run_1/sizing.png
Drawn at 4 px/um.
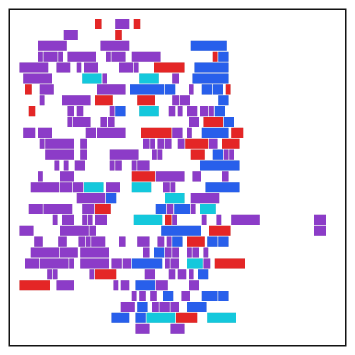
run_1/class_map.png
Drawn at 4 px/um. Fill, decap, tap and diode cells in grey.
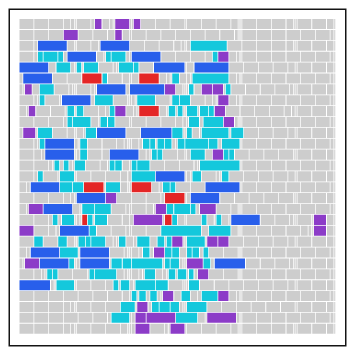
run_1/gates.png
Drawn at 4 px/um.
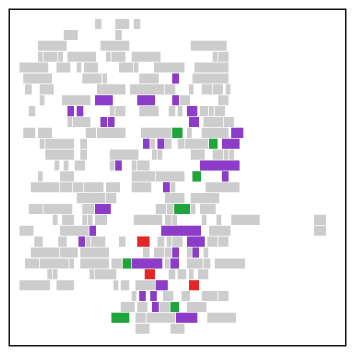
run_1/m3.png
Drawn at 6 px/um.
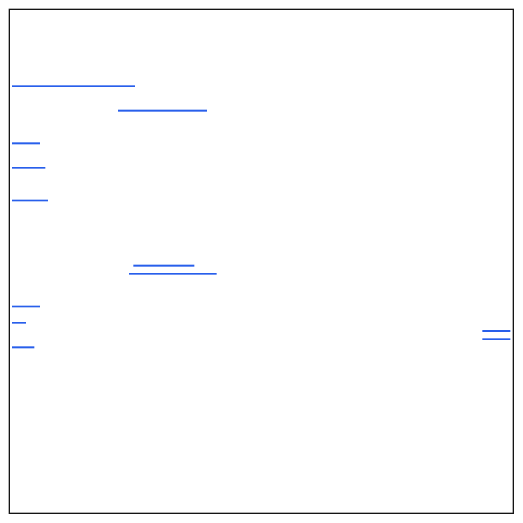
--- config.mk ---
export PLATFORM = sky130hd
export DESIGN_NAME = trng_cell_ctrl
export DESIGN_NICKNAME = d
export VERILOG_FILES = /design/src/rtl/trng_pkg.sv /design/src/rtl/sync_2ff.sv /design/src/rtl/trng_cell_ctrl.sv
export SDC_FILE = /design/constraint.sdc
export NUM_CORES = 1
export LEC_CHECK = 0
export CAP_MARGIN = 20
export CORE_MARGIN = 2
export CORE_UTILIZATION = 25
export CTS_CLUSTER_SIZE = 24
export DETAILED_ROUTE_END_ITERATION = 12
export PLACE_DENSITY_LB_ADDON = 0.25
export SETUP_SLACK_MARGIN = 0.5
export SLEW_MARGIN = 20
export SYNTH_ARGS = -nofsm -noshare
export SYNTH_HDL_FRONTEND = slang
export SYNTH_SLANG_ARGS = --single-unit
export TNS_END_PERCENT = 100
--- constraint.sdc ---
create_clock -name clk -period 2.1 [get_ports clk]
set_input_delay 0.42 -clock clk [delete_from_list [all_inputs] [get_ports clk]]
set_output_delay 0.42 -clock clk [all_outputs]
set_load 0.05 [all_outputs]
--- src/rtl/trng_pkg.sv ---
// trng_pkg: shared state encoding, default parameters and width helper for TRNG cell control
package trng_pkg;

    typedef enum logic [2:0] {
        IDLE,
        EXCITE,
        SETTLE,
        SAMPLE,
        HOLD,
        FAIL
    } state_t;

    localparam int DEF_WIDTH      = 8;
    localparam int DEF_EXCITE_CYC = 2;
    localparam int DEF_SETTLE_CYC = 4;
    localparam int DEF_RCT_LIMIT  = 16;

    function automatic int cnt_w(input int n);
        return (n < 1) ? 1 : $clog2(n + 1);
    endfunction

endpackage

--- src/rtl/sync_2ff.sv ---
// sync_2ff: generic two-stage synchroniser with synchronous active-high reset
module sync_2ff #(
    parameter int W = 1
) (
    input  logic         clk,
    input  logic         rst,
    input  logic [W-1:0] d,
    output logic [W-1:0] q
);

    logic [W-1:0] meta;

    // two flops in series give the asynchronous input time to resolve
    always_ff @(posedge clk) begin
        if (rst) begin
            meta <= '0;
            q    <= '0;
        end else begin
            meta <= d;
            q    <= meta;
        end
    end

endmodule

--- src/rtl/trng_cell_ctrl.sv ---
// trng_cell_ctrl: RS-latch entropy cell sequencer with debiasing, repetition-count test and word packing
module trng_cell_ctrl
    import trng_pkg::*;
#(
    parameter int WIDTH      = DEF_WIDTH,
    parameter int EXCITE_CYC = DEF_EXCITE_CYC,
    parameter int SETTLE_CYC = DEF_SETTLE_CYC,
    parameter int RCT_LIMIT  = DEF_RCT_LIMIT
) (
    input  logic             clk,
    input  logic             rst,
    input  logic             en,
    input  logic             vn_en,
    input  logic             cell_q,
    output logic             cell_r,
    output logic             cell_s,
    output logic [WIDTH-1:0] data_out,
    output logic             data_valid,
    input  logic             data_ready,
    output logic             health_fail
);

    localparam int CW = cnt_w((EXCITE_CYC > SETTLE_CYC) ? EXCITE_CYC : SETTLE_CYC);
    localparam int BW = cnt_w(WIDTH);
    localparam int RW = cnt_w(RCT_LIMIT);

    localparam logic [CW-1:0] EX_LAST = CW'(EXCITE_CYC - 1);
    localparam logic [CW-1:0] ST_LAST = CW'(SETTLE_CYC - 1);
    localparam logic [BW-1:0] BC_LAST = BW'(WIDTH - 1);
    localparam logic [RW-1:0] RLIM    = RW'(RCT_LIMIT);
    localparam logic [RW-1:0] RONE    = RW'(1);

    if (SETTLE_CYC < 2) begin : g_bad_settle
        $error("SETTLE_CYC must be >= 2 to cover synchroniser latency");
    end
    if (EXCITE_CYC < 1) begin : g_bad_excite
        $error("EXCITE_CYC must be >= 1");
    end
    if (RCT_LIMIT < 2) begin : g_bad_rct
        $error("RCT_LIMIT must be >= 2");
    end
    if (WIDTH < 2) begin : g_bad_width
        $error("WIDTH must be >= 2");
    end

    state_t          state, state_n;
    logic [CW-1:0]   cyc;
    logic [BW-1:0]   bcnt;
    logic [RW-1:0]   run, run_n;
    logic [WIDTH-1:0] sr;
    logic            q_sync;
    logic            last, have, first, vn, rs;
    logic            rct_hit, emit, ebit, word_done, discard;

    sync_2ff #(.W(1)) u_sync (
        .clk (clk),
        .rst (rst),
        .d   (cell_q),
        .q   (q_sync)
    );

    // raw-bit evaluation used at the closing edge of SAMPLE: run length, debias pairing, word completion
    always_comb begin
        run_n     = (run != '0 && q_sync == last) ? ((run == RLIM) ? run : run + 1'b1) : RONE;
        rct_hit   = run_n == RLIM;
        emit      = vn ? (have && first != q_sync) : 1'b1;
        ebit      = vn ? first : q_sync;
        word_done = emit && bcnt == BC_LAST;
    end

    // trial sequencing; any drop of en during a trial abandons it, FAIL is left only by reset
    always_comb begin
        state_n = state;
        case (state)
            IDLE:    state_n = en ? EXCITE : IDLE;
            EXCITE:  state_n = !en ? IDLE : (cyc == EX_LAST) ? SETTLE : EXCITE;
            SETTLE:  state_n = !en ? IDLE : (cyc == ST_LAST) ? SAMPLE : SETTLE;
            SAMPLE:  state_n = !en ? IDLE : rct_hit ? FAIL : word_done ? HOLD : EXCITE;
            HOLD:    state_n = !data_ready ? HOLD : en ? EXCITE : IDLE;
            FAIL:    state_n = FAIL;
            default: state_n = IDLE;
        endcase
        discard = state_n == IDLE || state_n == FAIL;
    end

    // state, phase counter and the cell drive, which is registered from the next state so R and S share one flop
    always_ff @(posedge clk) begin
        if (rst) begin
            state <= IDLE;
            cyc   <= '0;
            rs    <= 1'b0;
        end else begin
            state <= state_n;
            cyc   <= (state_n != state) ? '0 : cyc + 1'b1;
            rs    <= state_n == EXCITE;
        end
    end

    // debias mode is only allowed to change while idle
    always_ff @(posedge clk) begin
        if (rst)
            vn <= 1'b0;
        else if (state == IDLE)
            vn <= vn_en;
    end

    // health run, debias pair slot and packing; leaving for IDLE or FAIL throws the partial word away
    always_ff @(posedge clk) begin
        if (rst || discard) begin
            sr    <= '0;
            bcnt  <= '0;
            run   <= '0;
            last  <= 1'b0;
            have  <= 1'b0;
            first <= 1'b0;
        end else if (state == SAMPLE) begin
            last <= q_sync;
            run  <= run_n;
            if (vn) begin
                have  <= !have;
                first <= have ? first : q_sync;
            end
            if (emit) begin
                sr   <= {sr[WIDTH-2:0], ebit};
                bcnt <= word_done ? '0 : bcnt + 1'b1;
            end
        end
    end

    assign cell_r      = rs;
    assign cell_s      = rs;
    assign data_out    = sr;
    assign data_valid  = state == HOLD;
    assign health_fail = state == FAIL;

endmodule

==> results.yml, run 1 <==
# yosys + openroad results
outcome:
  outcome: "finished clean"
yosys:
  synth_area_per_cell_um2: 8.74
  syn-cell-area_um2: 1590
  synth.area.mux_share_pct: 6.92
  yosysMostFrequentCell: "dfxtp_1"
  edf_count: 0
  synthTopCellsByCount: "dfxtp_1 (30), nor2_1 (29), a21oi_1 (11), mux2i_1 (11), nand2_1 (9)"
  synth.logic.top_family: "simple AND/OR/NAND/NOR gates"
  synthCells: 182
  ys.flops: 30
  synthDistinctLibCells: 44
  compound_area_share_pct: 15.9
  fa_ha_area_share_pct: 4.72
  yosysTopAreaCell: "dfxtp_1"
routing:
  drc: 0
  dr.first_iter.drc_count: 50
  ant_nets: 0
  dr.pass1.iters: 4
  wl_met2_mm: 1.59
  wl_met3_um: 92
  highest_layer: "met4"
cts:
  cts_tree: "done"
  post_cts_resize_count: 24
  clk-insertion-delay-late_ns: 0.27
  postCtsSetupBuffers: 6
  cts_hold_buf: 0
  numCtsBuffers: 5
  clockBufferDepth: 2
worst_setup_path:
  reg2reg_from: "run[0]$_SDFFE_PP0P_"
  cp.depth: 8
  arrival_ns: 2.02
  reg2regPathDepth: 8
  path_max_fanout: 20
  path_buffers: 2
  crit_path_end: "run[0]$_SDFFE_PP0P_"
place:
  dpl_cell_area_um2: 1960
  place_congestion: 0.810
  dp_hpwl_mm: 2.31
power_and_ir_drop:
  total_power_mw: 1.18
finish:
  logic_gate_count: 134
  seq_share_pct: 27.8
  n_clock_buffer: 7
  largest_register_ffs: 8
  syn_to_final_growth_pct: 39.4
  clk_share_pct: 4.12
floorplanning:
  fp.dieW_um: 83.8
  dieArea_um2: 7010
  floorplan.core_util_pct: 25.5
  die_h_um: 83.8
  num_rows: 29
timing:
  rsz0062_at_grt: "yes"
  finalClockSkew_ns: 0.00315
  fin_setup_tns_ns: 0
  period_used_pct: 87.2
  setup_viol: 0
global_route:
  grt_overflow: 0
  grt_util_met2_pct: 14.9
  grt_usage_pct: 9.97
worst_hold_path:
  min_from: "cyc[0]$_SDFF_PP0_"
  hold_depth: 1
flow_run:
  warning_count: 31
About sizing.png:
purple -> x1 and smaller  # cells 150, share 68%, most used nor2_1
blue -> x3 and x4  # cells 34, share 15%, most used buf_4
red -> x2  # cells 25, share 11%, most used clkbuf_2
cyan -> x6 and larger  # cells 11, share 5.0%, most used clkbuf_8

About class_map.png:
purple -> remaining buffers and delay cells  # cells 40
red -> clock drivers and dummy loads  # cells 8
blue -> registers  # cells 30
cyan -> remaining logic cells  # cells 142
post-route cell area: 2220 um^2
fin util: 35.5%
core area: 6240 um^2

About gates.png:
red -> non-inverting ao/oa cells  # cells 3
purple -> aoi and oai cells  # cells 32, most used a21oi_1
green -> and/or cells  # cells 7

About m3.png:
share of all routed wire = 2.7%
longest straight run = 20.2 um
Total Wirelength: 3.46 mm
Global Route met3 Usage: 2.67%
Via Count: 1350

[run 1: power breakdown]
part | internal (mW) | switching (mW)
Sequential | 0.576 | 0.00842
Combinational | 0.0584 | 0.0678
Clock | 0.264 | 0.206
Total | 0.898 | 0.282
[run 1: worst reg2reg max path, delay by kind of cell (launching register included)]
kind	cells	cell delay (ns)
AND-OR/OR-AND	3	0.49
AND/OR/NAND/NOR	1	0.23
buffers and inverters	2	0.23
multiplexers	1	0.31
adder cells (fa/ha/maj)	1	0.12
flip-flops	1	0.37
[run 1: per-stage QoR]
| step | std cells | utilization (%) |
|---|---|---|
| 5_1_grt | 297 | 35.5 |
| 3_5_place_dp | 275 | 31.3 |
| 6_report | 297 | 35.5 |
| 4_1_cts | 289 | 34.3 |
| 2_1_floorplan | 182 | - |
| 3_3_place_gp | 275 | 31.3 |
run_1/congestion_map.png
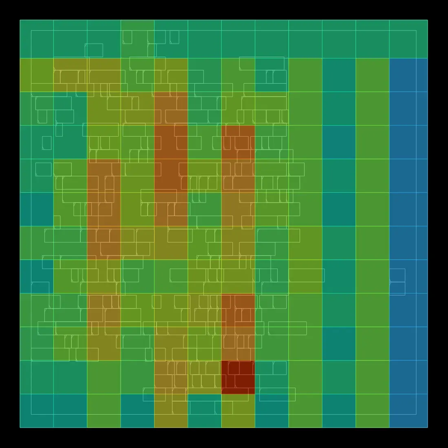

==> run 2, diff against run 1 <==
--- a/config.mk
+++ b/config.mk
@@ -10,6 +10,7 @@
 export CORE_UTILIZATION = 25
 export CTS_CLUSTER_SIZE = 24
 export DETAILED_ROUTE_END_ITERATION = 12
+export GPL_TIMING_DRIVEN = 0
 export PLACE_DENSITY_LB_ADDON = 0.25
 export SETUP_SLACK_MARGIN = 0.5
 export SLEW_MARGIN = 20
run_2/congestion_map.png
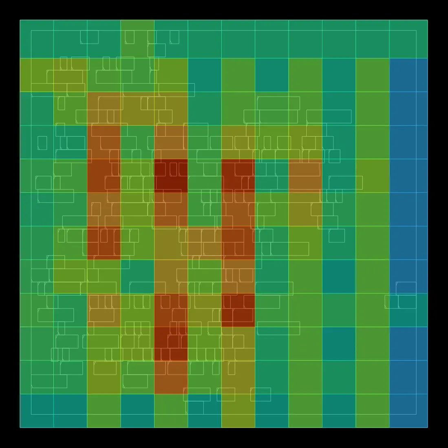
Global Route met3 Usage: 2.47%
GRT Util Overall: 10.4%
wire per inst: 12.1 um
grt met2 use: 16.1%

==> results.yml, run 2 <==
# yosys + openroad results
finish:
  largest_register_ffs: 8
  inv_count: 8
  clk_share_pct: 4.37
  buffers: 35
  final_cell_mix: "nor2_1 (28), dfxtp_1 (24), buf_4 (10), mux2i_1 (10), nand2_1 (9)"
  logic_gate_count: 134
  instances_no_fill: 292
  seq_share_pct: 28.3
  n_antenna_cell: 0
  n_clock_buffer: 6
  layout_top_cell: "nor2_1"
  syn_to_final_growth_pct: 36.8
yosys:
  ys.flops: 30
  synthCells: 182
  synthTopCellsByCount: "dfxtp_1 (30), nor2_1 (29), a21oi_1 (11), mux2i_1 (11), nand2_1 (9)"
  yosysTopAreaCell: "dfxtp_1"
  synthArstFlopShare_pct: 0
  synth_area_per_cell_um2: 8.74
  yosysMostFrequentCell: "dfxtp_1"
  yosys.stat.seqShare_pct: 37.8
  edf_count: 0
  yosys.area.top_type_share_pct: 37.8
  synthTopCellsByArea: "dfxtp_1 (38%), mux2i_1 (6.9%), nor2_1 (6.8%), ha_1 (4.7%), a21oi_1 (3.5%)"
  syn-cell-area_um2: 1590
  synthDistinctLibCells: 44
  synth_warnings: 0
  floorplan.nets: 194
global_route:
  grt_overflow: 0
  use_met1_pct: 13.7
  grt_pass1_wl_mm: 5.93
timing:
  rsz0062_at_grt: "yes"
  period_used_pct: 87.8
  tightestPinTransition_ns: 0.663
  finalClockSkew_ns: 0.00490
  finalMaxSlewViolations: 0
  period_minus_slack_ns: 1.84
  fin_setup_tns_ns: 0
  setup_viol: 0
power_and_ir_drop:
  power.share.clock_pct: 40.9
  power.group.top: "sequential cells"
  seq-power_mw: 0.585
  powerComb_mw: 0.121
  clock_power_mw: 0.488
  leakage_nw: 0.759
  total_power_mw: 1.19
  power_frac_comb_pct: 10.2
  seqPwrFrac_pct: 49.0
  power_switching_mw: 0.302
  p_per_area_nw_per_um2: 549
  swShare_pct: 25.3
  p_int_mw: 0.892
place:
  dp_hpwl_mm: 2.39
  place_congestion: 0.786
  placed_cells: 275
  dpl_cell_area_um2: 1910
worst_setup_path:
  cp.depth: 6
  path_max_fanout: 5
  critPathMaxStageDelay_ns: 0.56
  crit_path_end: "run[0]$_SDFFE_PP0P_"
  path_buffers: 2
  end_kind: "flop"
  rrSetupSlack_ns: 0.28
  arrival_ns: 2.05
  reg2regPathDepth: 8
  reg2reg_from: "run[0]$_SDFFE_PP0P_"
worst_hold_path:
  hold_class: "reg2reg"
  worstHoldEndpoint: "u_sync.q$_SDFF_PP0_"
  hold_depth: 1
  min_from: "u_sync.meta$_SDFF_PP0_"
routing:
  vias: 1362
  drc: 0
  ant_nets: 0
  dr.pass1.iters: 4
  dr.first_iter.drc_count: 33
  totalWireLength_mm: 3.54
flow_run:
  warning_count: 31
floorplanning:
  core_area_um2: 6240
  fp.dieW_um: 83.8
  floorplan.core_util_pct: 25.5
  die_h_um: 83.8
  dieArea_um2: 7010
cts:
  clock_sinks: 30
  clk_pin_slew_ns: 0.07
  clockBufferDepth: 2
  cts_tree: "done"
  clk-insertion-delay-late_ns: 0.28
  clock-root-buffer: "clkbuf_8"
  cts_hold_buf: 0
  numCtsBuffers: 5
outcome:
  outcome: "finished clean"
run_2/class_map.png
Drawn at 4 px/um. Fill, decap, tap and diode cells in grey.
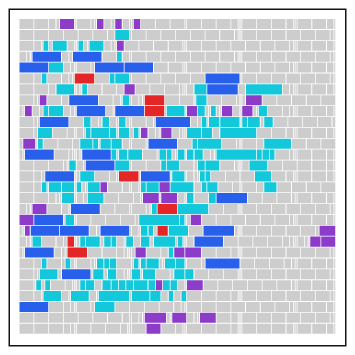
row count: 29
fin util: 34.9%
post-route cell area: 2180 um^2

## run 2: repair_timing
action	CTS	global route
gates resized	40	39
setup endpoints to repair	38	35
cloned	0	1
pin swaps	3	5
buffers inserted	5	3
## run 2: kinds of logic after synthesis
group	Yosys count	share of synthesized area, %
AND/OR/NAND/NOR	76	24.9
AND-OR/OR-AND	35	15.9
flip-flops	30	37.8
buffers and inverters	18	5.51
multiplexers	11	6.92
XOR/XNOR	6	4.25
adder cells (fa/ha/maj)	6	4.72
## run 2: routing by layer
layer / share of wire, % / vias to the layer above
met1: 49 / 635
met4: 2.3 / 0
met2: 45 / 20
met5: 0 / -
met3: 3.2 / 8
li1: - / 699
Power is estimated from default activity; no workload was simulated.
